==> config.mk <==
export PLATFORM = sky130hd
export DESIGN_NAME = hd_program_loader
export DESIGN_NICKNAME = d
export VERILOG_FILES = /design/src/rtl/hd_program_loader.sv
export SDC_FILE = /design/constraint.sdc
export NUM_CORES = 1
export LEC_CHECK = 0
export ABC_AREA = 0
export CAP_MARGIN = 20
export CORE_MARGIN = 1.5
export CORE_UTILIZATION = 55
export DETAILED_ROUTE_END_ITERATION = 12
export DONT_BUFFER_PORTS = 1
export GPL_ROUTABILITY_DRIVEN = 0
export PLACE_DENSITY = 0.75
export RECOVER_POWER = 25
export SLEW_MARGIN = 20
export SYNTH_ARGS = -nofsm -noshare
export SYNTH_HDL_FRONTEND = slang
export SYNTH_SLANG_ARGS = --single-unit
export TNS_END_PERCENT = 5
==> constraint.sdc <==
create_clock -name clk -period 3.4 [get_ports clk]
set_clock_uncertainty 0.1 [all_clocks]
set_input_delay 0.34 -clock clk [delete_from_list [all_inputs] [get_ports clk]]
set_output_delay 0.34 -clock clk [all_outputs]
set_load 0.005 [all_outputs]
==> src/rtl/hd_program_loader.sv <==
// Scans a streaming hard-disk image for the n-th begin-file marker and copies that
// program, through its end-file marker, into instruction memory starting at address 0.
module hd_program_loader #(
   parameter int DATA_WIDTH = 32,
   parameter int ADDR_WIDTH = 9,
   parameter int IDX_WIDTH  = 4
) (
   input  logic                  clk,
   input  logic                  reset,
   input  logic                  start,
   input  logic [IDX_WIDTH-1:0]  prog_idx,
   output logic [ADDR_WIDTH-1:0] hd_addr,
   input  logic [DATA_WIDTH-1:0] hd_q,
   output logic                  im_we,
   output logic [ADDR_WIDTH-1:0] im_addr,
   output logic [DATA_WIDTH-1:0] im_data,
   output logic                  busy,
   output logic                  done,
   output logic                  error,
   output logic [ADDR_WIDTH-1:0] prog_len
);

   typedef enum logic [2:0] {IDLE, SCAN, COPY, FIN, ERR} state_t;

   localparam logic [5:0]            OP_BEGIN = 6'b010101;
   localparam logic [5:0]            OP_END   = 6'b010110;
   localparam logic [5:0]            OP_HDEND = 6'b011000;
   localparam logic [ADDR_WIDTH-1:0] ADDR_LAST = '1;

   state_t                state, state_n;
   logic [ADDR_WIDTH-1:0] hd_addr_n;
   logic [ADDR_WIDTH-1:0] addr_p0, addr_p0_n;
   logic                  vld_p0, vld_p0_n;
   logic [ADDR_WIDTH-1:0] base, base_n;
   logic [IDX_WIDTH:0]    cnt, cnt_n;
   logic [IDX_WIDTH-1:0]  idx_q, idx_n;
   logic                  im_we_n;
   logic [ADDR_WIDTH-1:0] im_addr_n;
   logic [DATA_WIDTH-1:0] im_data_n;
   logic                  done_n, error_n;
   logic [ADDR_WIDTH-1:0] prog_len_n;
   logic [ADDR_WIDTH-1:0] rel;
   logic [5:0]            opcode;

   assign busy = (state == SCAN) || (state == COPY);

   always_comb begin
      state_n    = state;
      hd_addr_n  = hd_addr;
      // addr_p0 is the address whose word appears on hd_q at the next edge
      addr_p0_n  = hd_addr;
      vld_p0_n   = busy;
      base_n     = base;
      cnt_n      = cnt;
      idx_n      = idx_q;
      im_we_n    = 1'b0;
      im_addr_n  = im_addr;
      im_data_n  = im_data;
      done_n     = 1'b0;
      error_n    = 1'b0;
      prog_len_n = prog_len;
      rel        = addr_p0 - base;
      opcode     = hd_q[DATA_WIDTH-1 -: 6];

      case (state)
         IDLE: begin
            if (start) begin
               state_n    = SCAN;
               hd_addr_n  = '0;
               cnt_n      = '0;
               prog_len_n = '0;
               idx_n      = prog_idx;
            end
         end
         SCAN: begin
            hd_addr_n = hd_addr + 1'b1;
            if (vld_p0) begin
               if (opcode == OP_HDEND || addr_p0 == ADDR_LAST) begin
                  state_n = ERR;
                  error_n = 1'b1;
               end else if (opcode == OP_BEGIN) begin
                  if (cnt == {1'b0, idx_q}) begin
                     state_n   = COPY;
                     base_n    = addr_p0;
                     im_we_n   = 1'b1;
                     im_addr_n = '0;
                     im_data_n = hd_q;
                  end else if (cnt != '1) begin
                     cnt_n = cnt + 1'b1;
                  end
               end
            end
         end
         COPY: begin
            hd_addr_n = hd_addr + 1'b1;
            if (vld_p0) begin
               if (opcode == OP_BEGIN || opcode == OP_HDEND) begin
                  state_n = ERR;
                  error_n = 1'b1;
               end else if (opcode == OP_END) begin
                  state_n    = FIN;
                  im_we_n    = 1'b1;
                  im_addr_n  = rel;
                  im_data_n  = hd_q;
                  prog_len_n = rel + 1'b1;
               end else if (addr_p0 == ADDR_LAST) begin
                  // the image ran out of addresses without a terminator
                  state_n = ERR;
                  error_n = 1'b1;
               end else begin
                  im_we_n   = 1'b1;
                  im_addr_n = rel;
                  im_data_n = hd_q;
               end
            end
         end
         FIN: begin
            state_n = IDLE;
            done_n  = 1'b1;
         end
         ERR: begin
            state_n = IDLE;
         end
         default: state_n = IDLE;
      endcase
   end

   always_ff @(posedge clk or posedge reset) begin
      if (reset) begin
         state    <= IDLE;
         hd_addr  <= '0;
         addr_p0  <= '0;
         vld_p0   <= 1'b0;
         base     <= '0;
         cnt      <= '0;
         idx_q    <= '0;
         im_we    <= 1'b0;
         im_addr  <= '0;
         im_data  <= '0;
         done     <= 1'b0;
         error    <= 1'b0;
         prog_len <= '0;
      end else begin
         state    <= state_n;
         hd_addr  <= hd_addr_n;
         addr_p0  <= addr_p0_n;
         vld_p0   <= vld_p0_n;
         base     <= base_n;
         cnt      <= cnt_n;
         idx_q    <= idx_n;
         im_we    <= im_we_n;
         im_addr  <= im_addr_n;
         im_data  <= im_data_n;
         done     <= done_n;
         error    <= error_n;
         prog_len <= prog_len_n;
      end
   end

endmodule

run_1/clock_map.png
The bar under the picture is 20 µm long.
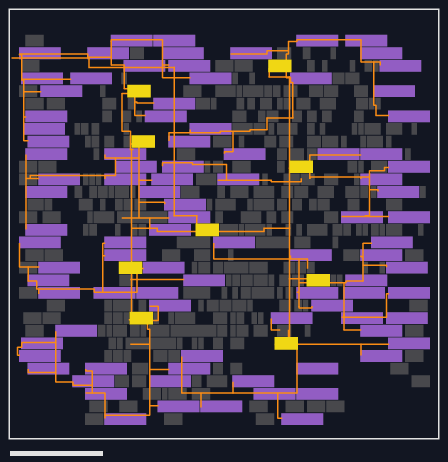
Yellow is cells driving clock nets, count 9. Purple is flip-flops, count 93. Orange is clock wires, length 1010 µm.
There are 10 routed clock nets.

run_1/final_placement.png
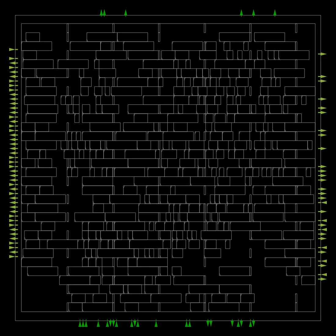
Final Core Density: 0.616
flop count: 93
Filler cells: 627
row cnt: 32

==> results.txt, run 1 <==
WS Path Type: reg2reg
number of port buffers: 0
drt pass-1 iters: 4
clk ins delay skew pair: 0.36 ns
CP arrival: 2.75 ns
dpl hpwl: 5880 µm
Post-Syn Area: 0.00438 mm²
Worst path slowest cell: dfrtp_1
Leak: 0.00220 µW
CTS tree: yes
worst hold path startpoint: hd_q[18]
Critical Path Most Common Cell: inv_1
status: completed
cell family with most CP delay: AND-OR/OR-AND gates
Syn Area/Cell: 11.5 µm²
Worst Path Buf+Inv: 2
RSZ-0062 raised after global routing: false
clk slew on worst S/H paths: 0.09 ns
Post-CTS Setup Bufs: 0
Stages on worst setup path: 10
top cells by count: dfrtp_1, mux2_2, nand2_1
ys flop type: dfrtp_1
net count reported at finish: 443
Yosys Warn Count: 0
layout cells sized above 1: 0.195
Top cell excl fill/tap: dfrtp_1
Yosys top cell by instances: dfrtp_1
Slew HR: 0.122
Congestion Overflow GR: 0
final max-slew violation count: 0
number of gates resized after cts: 0
Final min period: 2.60 ns
CP startpoint: addr_p0[0]$_DFF_PP0_
setup slack after layout: 0.796 ns
yosys cell count: 382
Max-Cap Viols: 0
Cell Type Count: 52
RR Startpoint: addr_p0[0]$_DFF_PP0_
f_max: 0.384 GHz
Post-synth ARST share: 1.00
most frequent cells in the layout: dfrtp_1, mux2_2, nand2_1, inv_1, o21ai_0
TritonCTS Buffers: 9
Crit. End Element: register
clk buf depth: 2
number of enable flip-flop cells: 0
vias in the first global route: 2817
Yosys chip area: 0.00438 mm²
setup total negative slack: 0 ns
Final Hold Viols: 0
clock root buffer: clkbuf_8
first-pass GRT wire length: 13100 µm
Worst Reg-to-Reg Cells: 10
Max-area cell share: 0.531
Sink Count: 93
post-route ant nets: 0
initial drt markers: 72
Area growth syn-to-layout: 8.59%
critical path endpoint: prog_len[8]$_DFFE_PP0P_
I/O Pins: 102
cell count after synthesis: 382
crit-path cells: inv_1 > ha_1 > inv_1 > fa_1 > a21o_1 > a221oi_1 > xnor2_1 > nand3_1 > and4b_1 > o31ai_1
worst-margin pin slew: 1.31 ns
crit path max fanout: 5
Crit path largest cell delay: 0.40 ns
Registers, synthesis: 93
drc violations: 0
PwrDens: 798 mW/mm²
pin count of the biggest net entering global routing: 39
Seq share, synth: 0.531
final setup fails: 0
Die Area: 0.00852 mm²
pre-CTS setup slack: 0.794 ns
initial antenna violation count: 0
Top cells by area: dfrtp_1, mux2_2, ha_1
Hold Path Depth: 1
run_1/pdn.png
The bar under the picture is 20 µm long. Pins as bars on the die edge.
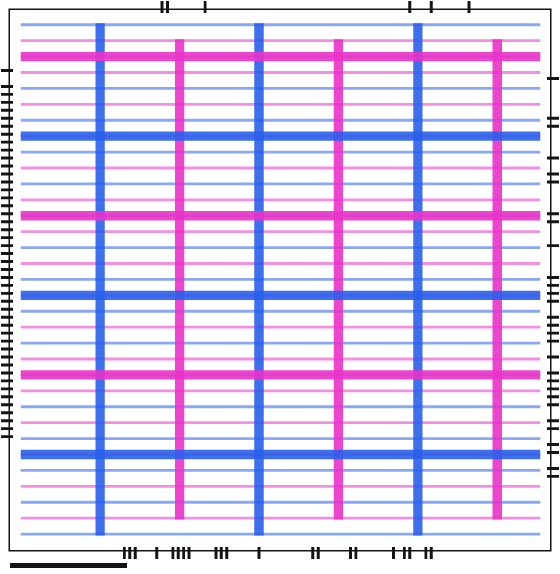
Blue is VSS. Magenta is VDD.
6 straps on met4. 6 straps on met5. 33 met1 rails follow the rows. The core has 32 rows.
IR drop worst, VDD: 0.423 mV
core box area: 0.00773 mm²
Die Wd: 92.3 µm
die height: 92.3 µm

run_1/metal_stack.png
Two of the layers only.
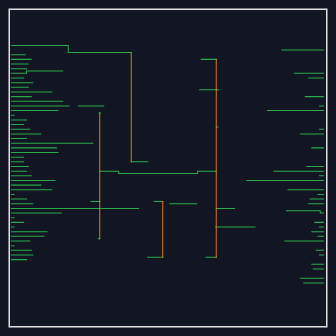
Green is met3, wire length 661 µm. Orange is met4, wire length 143 µm.
WL final: 7860 µm
gr usage total: 0.197
drt wl/cell: 15.8 µm
Vias: 2806

==> run 1: per-stage QoR <==
step / instances / util / cell area (µm²)
floorplan: 382 / - / 4380
global placement: 480 / 0.586 / 4530
detailed placement: 480 / 0.586 / 4530
CTS: 497 / 0.616 / 4760
global route: 497 / 0.616 / 4760
finish: 497 / 0.616 / 4760
==> run 1: timing repair <==
item                                    4_1_cts  5_1_grt
endpoints found under the setup margin        0        0
endpoints found under the hold margin        28        0
hold buffers                                  1        0
==> run 1: metal layers <==
metal,vias to the layer above,wire length [µm],track usage
met3,13,661,0.0622
li1,1348,-,-
met1,1342,3480,0.253
met4,0,142,0.0872
met5,-,0,0
met2,103,3580,0.306
==> run 1: sequential cells by signal (all words and copies together) (netlist names) <==
name and cells:
cnt 5, im_we 1, im_addr 9, vld_p0 1, error 1, prog_len 9, done 1, hd_addr 9
idx_q 4, im_data 32, state 3, addr_p0 9, base 9
==> run 1: power by group <==
group / internal, µW / switching [µW] / leakage [µW] / total (µW)
combinational: 580 / 662 / 0.000887 / 1240
sequential: 1440 / 305 / 0.00121 / 1750
clock: 418 / 391 / 0.000110 / 808
==> run 1: cell families after synthesis <==
| group | count (synthesis) | synth area share |
|---|---|---|
| AND-OR/OR-AND | 58 | 0.0888 |
| XOR/XNOR | 20 | 0.0400 |
| adder cells (fa/ha/maj) | 14 | 0.0417 |
| buffers and inverters | 34 | 0.0325 |
| flip-flops | 93 | 0.531 |
| multiplexers | 56 | 0.141 |
| AND/OR/NAND/NOR | 107 | 0.125 |
==> run 1: final cells by class <==
class	count	area (µm²)
timing repair buffer	5	52.6
clock inverter	7	98.8
clock buffer	9	124
tap	102	128
multi-input combinational	255	1930
sequential	93	2330
inverter	26	98.8
fill	627	2970
==> inputs of run 2 (changes only) <==
PLACE_DENSITY = 0.78   (was 0.75)
clock period = 2.3 ns   (was 3.4 ns; I/O delays follow)
run_2/pdn.png
The bar under the picture is 20 µm long. Pins as bars on the die edge.
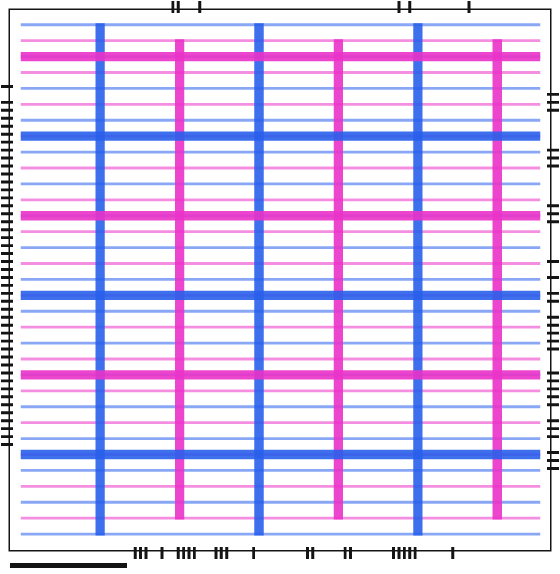
Magenta is VDD. Blue is VSS.
102 signal pins sit on the boundary. 33 met1 rails follow the rows. 6 straps on met4. The core has 32 rows. 6 straps on met5.

run_2/final_placement.png
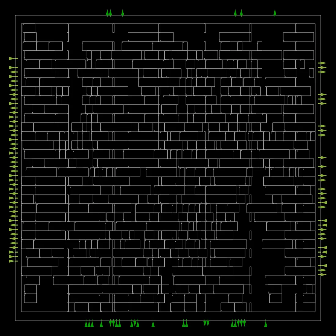
Final Core Density: 0.711
Filler cells: 536
# Taps: 102

==> run 2 against run 1 <==
  * The run now ends with negative setup slack left
  * Final area up 15%
  * Sequential power up 47%
  * Die area unchanged
  * Sequential cell count unchanged
  * Total power up 64%
  * Combinational power up 97%
  * Highest routed layer unchanged
  * Maximum frequency up 11%
  * Critical endpoint unchanged
  * Synthesized cell count unchanged
==> results.txt, run 2 <==
Post-Syn Area: 0.00438 mm² (unchanged)
register area: 0.00233 mm² (unchanged)
Worst path slowest cell: or3b_4
pin count of the biggest net entering global routing: 48 (+23%)
CTS tree: yes
final max-slew violation count: 0 (unchanged)
top cells by count: dfrtp_1, mux2_2, nand2_1
worst-margin pin slew: 1.19 ns (-0.118 ns)
status: finished, violations left
final setup fails: 2 (+2)
CP arrival: 2.51 ns (-0.24 ns)
setup slack after layout: -0.0438 ns (-0.840 ns)
clk ins delay skew pair: 0.36 ns (about the same)
Worst Path Buf+Inv: 0 (-2)
Syn Area/Cell: 11.5 µm² (unchanged)
clock root buffer: clkbuf_8
Max-area cell share: 0.531 (unchanged)
post-route cell area: 0.00549 mm² (+15%)
failing checks: negative setup slack
Sw Ratio: 0.359 (+0.00162)
Area growth syn-to-layout: 25.3%
Top reg by flops: im_data
Top cells by area: dfrtp_1, mux2_2, ha_1
drt wl/cell: 16.6 µm (+5.1%)
NetSw: 2230 µW (+64%)
PwrDens: 1130 mW/mm² (+42%)
Top cell excl fill/tap: dfrtp_1
Post-CTS Setup Bufs: 3 (+3)
yosys cell count: 382 (unchanged)
Leak: 0.00253 µW (+15%)
Max-Cap Viols: 0 (unchanged)
RSZ-0062 raised after global routing: true
die height: 92.3 µm (unchanged)
net count reported at finish: 507 (+14%)
worst hold path startpoint: hd_q[27]
Post-CTS Hold Fix Bufs: 37 (+36)
Die Area: 0.00852 mm² (unchanged)
Final Hold Viols: 0 (unchanged)
run_2/metal_stack.png
Two of the layers only.
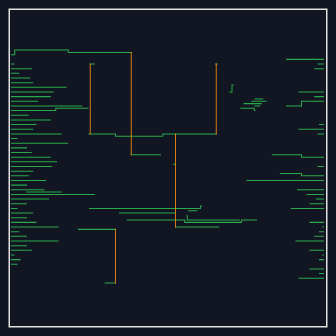
Green is met3, wire length 771 µm. Orange is met4, wire length 114 µm.

run 2: cells by family after synthesis:
kind of cell | synth area share
flip-flops | 0.531
AND/OR/NAND/NOR | 0.125
multiplexers | 0.141
AND-OR/OR-AND | 0.0888
XOR/XNOR | 0.0400
buffers and inverters | 0.0325
adder cells (fa/ha/maj) | 0.0417
run 2: layer usage:
metal  vias to the layer above  part of all wire  global-route usage
met5                         -                 0                   0
met4                         0             0.012              0.0821
met3                        12             0.083              0.0771
met2                       115              0.50               0.410
met1                      1466              0.41               0.274
li1                       1477                 -                   -
run 2: worst paths after layout:
check	to	slack, ns	cells past startpoint
worst max-delay path	prog_len[8]$_DFFE_PP0P_	-0.04	7
max in group asynchronous	im_data[9]$_DFFE_PP0P_	0.88	3
min in group asynchronous	im_addr[2]$_DFFE_PP0P_	0.48	2
worst min register to register	addr_p0[8]$_DFF_PP0_	0.35	0
worst min-delay path	state[2]$_DFFE_PP0P_	0.16	3
worst max register to register	prog_len[8]$_DFFE_PP0P_	-0.04	7
run 2: final cells by class:
type | count | area share
Sequential cell | 93 | 0.424
Inverter | 26 | 0.0180
Multi-Input combinational cell | 255 | 0.377
Tap cell | 102 | 0.0232
Timing Repair Buffer | 69 | 0.118
Clock inverter | 7 | 0.0178
Clock buffer | 9 | 0.0226
run 2: power groups by stage:
stage	Clock [µW]	Sequential, µW	Combinational, µW
floorplan	0	2480	1540
global placement	0	2580	2000
detailed placement	0	2590	2090
CTS	1220	2570	2310
global route	1300	2650	2690
finish	1200	2580	2440
run 2: stage by stage:
step	cells	hold slack, ns	TNS [ns]	utilization
final	561	0.157	-0.0721	0.711
after global routing	561	0.180	-0.510	0.711
after CTS	560	0.144	-0.0888	0.703
after detailed placement	504	0.0891	-0.326	0.613
after global placement	504	0.0925	-0.0866	0.613
after floorplan	382	0.262	-0.118	-
==> inputs of run 3 (changes only) <==
CAP_MARGIN = 30   (was 20)
CORE_UTILIZATION = 50   (was 55)
PLACE_DENSITY = 0.73   (was 0.78)
run_3/metal_stack.png
Two of the layers only.
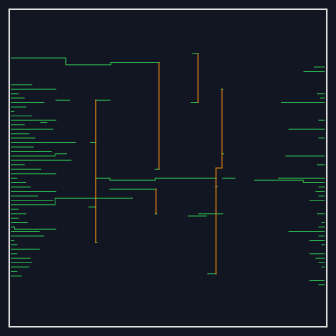
Orange is met4, wire length 157 µm. Green is met3, wire length 631 µm.
Vias: 3074
drt wl/cell: 16.5 µm
gr usage total: 0.210
WL final: 9320 µm

run_3/cell_classes.png
The bar under the picture is 20 µm long.
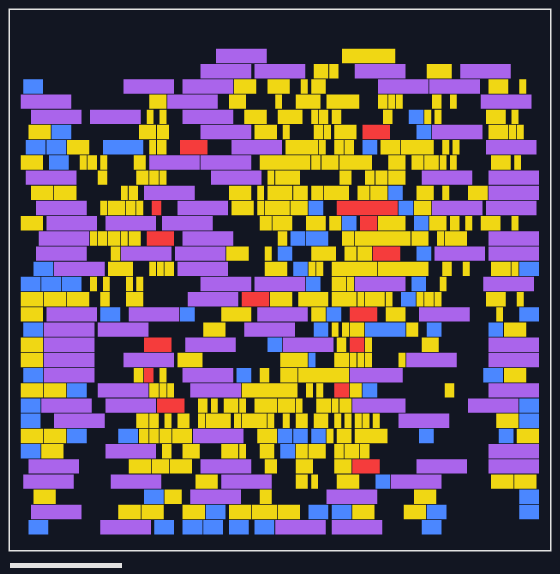
Red is clock drivers and dummy loads, cells 15, share of their area 3.5%. Yellow is all other logic, cells 281, share of their area 41%. Blue is other buffers and delay cells, cells 71, share of their area 12%. Purple is flip-flops, cells 93, share of their area 44%.
flop share of the area: 0.425
Final Core Density: 0.657
core box area: 0.00834 mm²
post-route cell area: 0.00548 mm²
row cnt: 33

==> run 3 against run 2 <==
  * The flow still finishes with violations (negative setup slack)
  * Non-clock buffer count up 2
  * Sequential share of layout area grew 0.12 points
  * Via count rose by 0.13%
  * Utilization is 5.3 points lower
  * First-iteration DRC count up 1.9%
  * Combinational power about the same
  * Routed wire length about the same
==> results.txt, run 3 <==
Top cell excl fill/tap: dfrtp_1
Worst path slowest cell: dfrtp_1
worst hold path startpoint: hd_q[27]
most frequent cells in the layout: dfrtp_1, mux2_2, nand2_1, dlygate4sd3_1, buf_4
Critical Path Most Common Cell: inv_2
crit path max fanout: 3
Post-Syn Area: 0.00438 mm² (unchanged)
Stages on worst setup path: 10 (+3)
Via density: 5.44
layout cells sized above 1: 0.280
post-route ant nets: 0
Adder-Cell Fraction of Synth Area: 0.0417 (unchanged)
clk ins delay skew pair: 0.36 ns (about the same)
Log Warnings: 30
Simple-Gate Area Share: 0.125 (unchanged)
Top reg by flops: im_data
Die Wd: 96.6 µm
highest routed layer: met4
status: finished, violations left
Worst Path Buf+Inv: 2 (+2)
clk buf depth: 2
Slew HR: 0.0912
DRT met1 WL: 3920 µm (+3.5%)
worst-margin pin slew: 1.36 ns (+0.164 ns)
met3 wire length: 630 µm (-18%)
clock root buffer: clkbuf_8
final max-slew violation count: 0 (unchanged)
Top cells by area: dfrtp_1, mux2_2, ha_1
Leak: 0.00251 µW (-0.89%)
RSZ-0062 raised after global routing: true
Registers, synthesis: 93
yosys cell count: 382 (unchanged)
Area growth syn-to-layout: 25.0%
Final Hold Viols: 0 (unchanged)
net count reported at finish: 509 (+0.39%)
Top non-seq family: multiplexers
failing checks: negative setup slack
number of enable flip-flop cells: 0
Min-Delay Endpoint: error$_DFF_PP0_
xor/xnor share of the synthesized area: 0.0400 (unchanged)
PwrDens: 1110 mW/mm² (-1.7%)
Core Util at FP: 0.526
Reg2Reg Setup Slack: -0.14 ns (-0.10 ns)
top cells by count: dfrtp_1, mux2_2, nand2_1
Die Area: 0.00934 mm² (+9.7%)
die height: 96.6 µm (+4.7%)
WS Path Type: reg2reg
final setup fails: 3 (+1)
Max-Cap Viols: 0 (unchanged)
Crit path required time: 2.44 ns
pin count of the biggest net entering global routing: 32 (-33%)
CP startpoint: addr_p0[0]$_DFF_PP0_
AO/OA Area Share: 0.0888 (unchanged)
MUX area fraction: 0.141 (unchanged)
Syn Area/Cell: 11.5 µm² (unchanged)
FF-to-FF End: prog_len[8]$_DFFE_PP0P_
met2 WL post-DR: 4610 µm (-0.82%)
Max-area cell share: 0.531 (unchanged)
CTS tree: yes
setup slack after layout: -0.143 ns (-0.0990 ns)
Hold Path Depth: 3 (unchanged)
ys flop type: dfrtp_1
Worst Reg-to-Reg Cells: 10 (+3)
Crit path largest cell delay: 0.40 ns
CP arrival: 2.58 ns (+0.07 ns)
run_3/final_placement.png
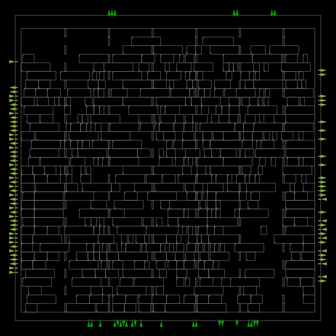
# Taps: 105
Filler cells: 650
Final Non-Filler Cells: 565

-- run 3: cell counts after synthesis --
No cell type changed its count.
-- run 3: per-stage QoR --
stage / cells / hold WS [ns] / TNS [ns] / util
CTS: 564 / 0.124 / -0.0750 / 0.650
detailed placement: 510 / 0.121 / -0.557 / 0.569
global route: 565 / 0.168 / -1.14 / 0.657
finish: 565 / 0.158 / -0.239 / 0.657
floorplan: 382 / 0.262 / -0.118 / -
global placement: 510 / 0.108 / -0.0813 / 0.569
-- run 3: power breakdown --
group          internal, µW  switching [µW]  leakage (µW)  total [µW]
clock network           496             568     0.0000915        1060
logic                  1250            1190       0.00122        2440
registers              2140             454       0.00120        2590
total                  3880            2210       0.00251        6100
-- run 3: timing repair --
item	in CTS	in global routing
setup buffers	2	1
setup endpoints to repair	6	42
gates cloned	0	0
hold buffers	37	0
resized	17	12
endpoints found under the hold margin	64	0
pin swaps	11	5
-- run 3: worst max-delay path by stage --
stage / end / slack (ns)
after floorplan: prog_len[8]$_DFFE_PP0P_ / -0.08
after global placement: prog_len[8]$_DFFE_PP0P_ / -0.07
after detailed placement: prog_len[8]$_DFFE_PP0P_ / -0.18
after CTS: prog_len[8]$_DFFE_PP0P_ / -0.06
after global routing: prog_len[8]$_DFFE_PP0P_ / -0.22
final: prog_len[8]$_DFFE_PP0P_ / -0.14
-- run 3: area by class of cell --
cell class,count,area (µm²),area share
clock buffers,9,124,0.0226
well taps,105,131,0.0240
clock inverters,6,63.8,0.0116
repair buffers,71,651,0.119
multi-input cells,255,2080,0.380
inverters,26,98.8,0.0180
flip-flops and latches,93,2330,0.425
-- run 3: metal layers --
layer | up-vias | track usage
li1 | 1474 | -
met1 | 1483 | 0.252
met2 | 101 | 0.357
met3 | 16 | 0.0636
met4 | 0 | 0.0780
met5 | - | 0
Power is estimated from default activity; no workload was simulated.
